File: src/rtl/axi_read_fill_pkg.sv
// -----------------------------------------------------------------------------
// axi_read_fill_pkg
// Shared definitions for the cache-side AXI engines (read fill, write buffer).
//   - AXI encodings: burst type, transfer size, response codes
//   - Read-fill FSM state encoding
//   - Line geometry helpers derived from offset_width (log2 words per line)
// -----------------------------------------------------------------------------
package axi_read_fill_pkg;

  localparam logic [1:0] BURST_INCR  = 2'b01;
  localparam logic [2:0] SIZE_4B     = 3'b010;

  localparam logic [1:0] RESP_OKAY   = 2'b00;
  localparam logic [1:0] RESP_EXOKAY = 2'b01;
  localparam logic [1:0] RESP_SLVERR = 2'b10;
  localparam logic [1:0] RESP_DECERR = 2'b11;

  typedef enum logic [2:0] {
    ST_IDLE   = 3'd0,
    ST_LOOKUP = 3'd1,
    ST_AR     = 3'd2,
    ST_R      = 3'd3,
    ST_DONE   = 3'd4
  } rf_state_e;

  // 32-bit words per line.
  function automatic int beats_f(input int ow);
    return 1 << ow;
  endfunction

  // Line width in bits.
  function automatic int line_f(input int ow);
    return (1 << ow) * 32;
  endfunction

  // Any response whose top bit is set (SLVERR/DECERR) is an error.
  function automatic logic resp_is_err(input logic [1:0] resp);
    return !(resp == RESP_OKAY || resp == RESP_EXOKAY);
  endfunction

endpackage

File: src/rtl/axi_read_fill.sv
// -----------------------------------------------------------------------------
// axi_read_fill
// Cache-line read engine sitting between the cache miss path and AXI AR/R.
// One request at a time: cached requests first ask the write buffer for the
// line (a hit short-circuits memory), otherwise a single INCR burst fetches
// the line; uncached requests wait for the write buffer to drain and then
// fetch one word.
//
// Ports
//   clk, rst                  clock, synchronous active-high reset
//   req_addr/uncached/valid   request in; req_ready high only when idle
//   resp_data/valid/error     assembled line, 1-cycle completion pulse, error
//   query_addr/ok/data        write buffer lookup (line aligned)
//   wb_empty                  write buffer drained (gates uncached reads)
//   ar*                       AXI read address channel (master)
//   r*                        AXI read data channel (master)
// -----------------------------------------------------------------------------
module axi_read_fill
  import axi_read_fill_pkg::*;
#(
  parameter int offset_width = 3
) (
  input  logic                              clk,
  input  logic                              rst,
  input  logic [31:0]                       req_addr,
  input  logic                              req_uncached,
  input  logic                              req_valid,
  output logic                              req_ready,
  output logic [(32<<offset_width)-1:0]     resp_data,
  output logic                              resp_valid,
  output logic                              resp_error,
  output logic [31:0]                       query_addr,
  input  logic                              query_ok,
  input  logic [(32<<offset_width)-1:0]     query_data,
  input  logic                              wb_empty,
  output logic [31:0]                       araddr,
  output logic [7:0]                        arlen,
  output logic [2:0]                        arsize,
  output logic [1:0]                        arburst,
  output logic                              arvalid,
  input  logic                              arready,
  input  logic [31:0]                       rdata,
  input  logic [1:0]                        rresp,
  input  logic                              rlast,
  input  logic                              rvalid,
  output logic                              rready
);

  localparam int BEATS = beats_f(offset_width);
  localparam int LINE  = line_f(offset_width);

  rf_state_e                 state_q, state_d;
  logic [31:0]               addr_q,  addr_d;
  logic                      unc_q,   unc_d;
  logic [LINE-1:0]           line_q,  line_d;
  logic [offset_width-1:0]   cnt_q,   cnt_d;
  logic                      err_q,   err_d;

  // Byte offset within a word never matters: words are fetched whole.
  logic unused_addr_lsb;
  assign unused_addr_lsb = ^req_addr[1:0];

  // ---------------------------------------------------------------------------
  // State register
  // ---------------------------------------------------------------------------
  always_ff @(posedge clk) begin
    if (rst) state_q <= ST_IDLE;
    else     state_q <= state_d;
  end

  // ---------------------------------------------------------------------------
  // Next-state logic
  // ---------------------------------------------------------------------------
  always_comb begin
    state_d = state_q;
    unique case (state_q)
      ST_IDLE:   if (req_valid) state_d = ST_LOOKUP;
      ST_LOOKUP: begin
        // Uncached device reads must not overtake buffered device writes.
        if (unc_q)         state_d = wb_empty ? ST_AR : ST_LOOKUP;
        else if (query_ok) state_d = ST_DONE;
        else               state_d = ST_AR;
      end
      ST_AR:     if (arready) state_d = ST_R;
      ST_R:      if (rvalid && rlast) state_d = ST_DONE;
      ST_DONE:   state_d = ST_IDLE;
      default:   state_d = ST_IDLE;
    endcase
  end

  // ---------------------------------------------------------------------------
  // Output logic: every handshake output is a pure function of state, so the
  // AR address/controls are held stable from registers while arready is low.
  // ---------------------------------------------------------------------------
  always_comb begin
    req_ready  = 1'b0;
    resp_valid = 1'b0;
    query_addr = '0;
    araddr     = '0;
    arlen      = '0;
    arsize     = '0;
    arburst    = '0;
    arvalid    = 1'b0;
    rready     = 1'b0;
    unique case (state_q)
      ST_IDLE:   req_ready = 1'b1;
      ST_LOOKUP: query_addr = unc_q ? 32'd0 : addr_q;
      ST_AR: begin
        arvalid = 1'b1;
        araddr  = addr_q;
        arlen   = unc_q ? 8'd0 : 8'(BEATS - 1);
        arsize  = SIZE_4B;
        arburst = BURST_INCR;
      end
      ST_R:      rready = 1'b1;
      ST_DONE:   resp_valid = 1'b1;
      default: ;
    endcase
  end

  assign resp_data  = line_q;
  assign resp_error = err_q;

  // ---------------------------------------------------------------------------
  // Request / line datapath
  // ---------------------------------------------------------------------------
  always_comb begin
    addr_d = addr_q;
    unc_d  = unc_q;
    line_d = line_q;
    cnt_d  = cnt_q;
    err_d  = err_q;
    unique case (state_q)
      ST_IDLE: begin
        if (req_valid) begin
          addr_d = req_uncached ? {req_addr[31:2], 2'b00}
                                : {req_addr[31:offset_width+2], {(offset_width+2){1'b0}}};
          unc_d  = req_uncached;
          line_d = '0;
          cnt_d  = '0;
          err_d  = 1'b0;
        end
      end
      ST_LOOKUP: begin
        if (!unc_q && query_ok) line_d = query_data;
      end
      ST_R: begin
        if (rvalid) begin
          line_d[{cnt_q, 5'd0} +: 32] = rdata;
          // Counter parks on the last word: surplus beats overwrite it.
          if (!(&cnt_q)) cnt_d = cnt_q + 1'b1;
          err_d = err_q | resp_is_err(rresp);
        end
      end
      default: ;
    endcase
  end

  always_ff @(posedge clk) begin
    if (rst) begin
      addr_q <= '0;
      unc_q  <= 1'b0;
      line_q <= '0;
      cnt_q  <= '0;
      err_q  <= 1'b0;
    end else begin
      addr_q <= addr_d;
      unc_q  <= unc_d;
      line_q <= line_d;
      cnt_q  <= cnt_d;
      err_q  <= err_d;
    end
  end

endmodule

File: config.mk
export PLATFORM = sky130hd
export DESIGN_NAME = axi_read_fill
export DESIGN_NICKNAME = d
export VERILOG_FILES = /design/src/rtl/axi_read_fill_pkg.sv /design/src/rtl/axi_read_fill.sv
export SDC_FILE = /design/constraint.sdc
export NUM_CORES = 1
export LEC_CHECK = 0
export CAP_MARGIN = 20
export CORE_AREA = 2 2 261 263
export CTS_CLUSTER_SIZE = 25
export DETAILED_ROUTE_END_ITERATION = 8
export DIE_AREA = 0 0 263 265
export HOLD_SLACK_MARGIN = 0.15
export PLACE_DENSITY = 0.58
export SLEW_MARGIN = 40
export SYNTH_ARGS = -nofsm -noshare
export SYNTH_HDL_FRONTEND = slang
export SYNTH_SLANG_ARGS = --single-unit
File: constraint.sdc
create_clock -name clk -period 7.13 [get_ports clk]
set_input_delay 1.426 -clock clk [delete_from_list [all_inputs] [get_ports clk]]
set_output_delay 1.426 -clock clk [all_outputs]
set_load 0.1 [all_outputs]
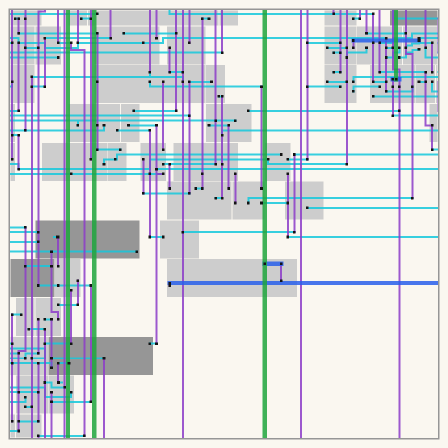
Figure 1: a small window of the routed layout.
Region (116, 118) to (146, 148) µm. Cells in grey, sequential cells in the stronger grey; small squares are vias.
colour	layer
cyan	M1
purple	M2
blue	M3
green	M4
most frequent	inv_1 (4), ha_1 (4), buf_4 (4)
cells with their middle in the window	35
netlist names of flops here include	`cnt_q` (2)
sequential cells in the window	2

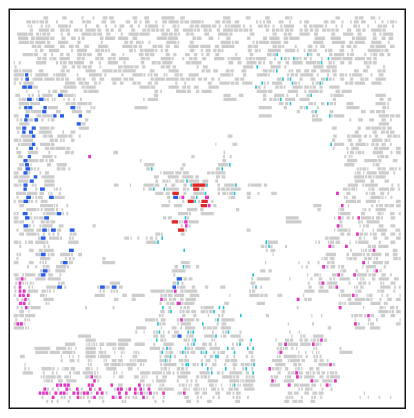
Figure 2: logic cells by family.
(1.5 px per µm)
colour	family	cells	most used
magenta	and/or cells	104	and2_1
red	fa/ha/maj cells	8	ha_1
cyan	inv cells	89	inv_1
blue	non-inverting ao/oa cells	60	a221o_1
Comb/total area: 0.361
Layout Cells excl Fill: 3209

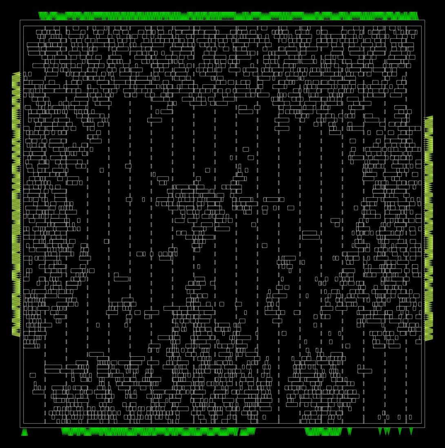
Figure 3: cell placement.
final core utilization: 0.326
num rows: 95
FF+latch count: 294
tap cells: 873
flop share of the area: 0.270

==> results.txt <==
impl run done, here's what came out: Hold Crit Class=flop to flop, Int Power=3.83 mW, Syn. warnings=0, Fin. Hold Viols=0, hpwl dp=58100 µm, PortBufs=653, Max-Cap Viols=0, Slew Limit Headroom=0.391, Yosys Instances=1777, #FFs+latches synth=294, via count=17100, routed vias/inst=5.34, largest net degree at the start of global routing=98, Die Span Y=265 µm, CTS resizes=0, top cells, area=dfxtp_1, a22oi_1, o2bb2ai_1, nand2_1, and2_1, main logic family after synthesis=AND-OR/OR-AND gates, drt wl/cell=26.5 µm, chip area=69700 µm², Post-DP Area=20500 µm², tool warning count=34, CP Launch Type=flop, core footprint=66800 µm², outcome=completed, antenna violations before repair=5, critical path type=flop to output port, I/O pins=669
-- registers in the layout, summed over array words and instances (netlist names) --
signal	flops
state_q	3
cnt_q	3
resp_error	1
addr_q	30
resp_data	256
unc_q	1
-- worst paths after layout --
kind,from,to,slack [ps],depth (start not counted)
worst max-delay path,state_q[1]$_SDFFE_PP0P_,araddr[5],2820,4
worst min-delay path,resp_data[178]$_SDFFE_PP0P_,resp_data[178]$_SDFFE_PP0P_,450,1
worst max register to register,cnt_q[0]$_SDFFE_PP0P_,resp_data[99]$_SDFFE_PP0P_,3300,7
worst min register to register,resp_data[178]$_SDFFE_PP0P_,resp_data[178]$_SDFFE_PP0P_,450,1
-- power by group through the flow --
| stage | sequential, mW | combinational (mW) | clock, mW |
|---|---|---|---|
| after floorplan | 3.21 | 1.71 | 0 |
| after global placement | 2.05 | 4.04 | 0 |
| after detailed placement | 2.06 | 3.93 | 0 |
| after CTS | 2.02 | 3.94 | 2.02 |
| after global routing | 2.05 | 4.12 | 2.08 |
| final | 2.03 | 3.96 | 1.96 |
-- placed cells by master (no fill, tap or decap), types with 55 or more instances in the layout --
| cell | netlist | layout |
|---|---|---|
| a21oi_1 | 77 | 77 |
| o2bb2ai_1 | 112 | 112 |
| dfxtp_1 | 294 | 293 |
| nand2_1 | 190 | 188 |
| nor3_1 | 91 | 86 |
| inv_1 | 86 | 84 |
| and2_1 | 93 | 93 |
| clkdlybuf4s50_1 | 0 | 314 |
| o221ai_1 | 55 | 55 |
| nand3_1 | 86 | 86 |
| a22oi_1 | 172 | 172 |
| buf_2 | 43 | 339 |
-- worst max-delay path: stages (launching register included) --
cell     delay [ps]
dfxtp_1         730
or3b_2          560
inv_2           400
and2_1          200
buf_2           420
-- logic make-up (layout without fill, tap and decap cells) --
logic type	after synthesis	after routing
adders and majority gates	8	8
and+or+nand+nor	532	532
DFF	294	294
other	1	16
muxes	26	26
AOI/OAI and AO/OA	593	593
buffers and inverters	323	867
-- synthesized netlist by cell type (all sizes together), types with 20 or more instances --
| master | n |
|---|---|
| dfxtp | 294 |
| nand2 | 190 |
| a22oi | 172 |
| clkbuf | 126 |
| o2bb2ai | 112 |
| buf | 108 |
| and2 | 93 |
| nor3 | 93 |
| inv | 88 |
| nand3 | 87 |
| a21oi | 78 |
| o221ai | 55 |
| o211ai | 47 |
| nand4 | 33 |
| a221o | 28 |
| mux2i | 26 |
| a32oi | 24 |
| o21ai | 20 |
-- layer usage --
metal  global-route usage  part of all wire  up-vias
li1                     -                 -     7649
met4               0.0859             0.044        6
met1                0.295              0.40     8390
met3               0.0478             0.080      190
met2                0.383              0.47      904
met5                    0            0.0018        -
-- area by class of cell --
type                    instances  area [µm²]
diodes                          4        10.0
clock buffers                  56        1120
clock inverters                10         124
fillers                      7026       45000
inverters                      89         334
multi-input cells            1171        7860
flip-flops and latches        294        5890
well taps                     873        1090
repair buffers                712        5350
Power is estimated from default activity; no workload was simulated.
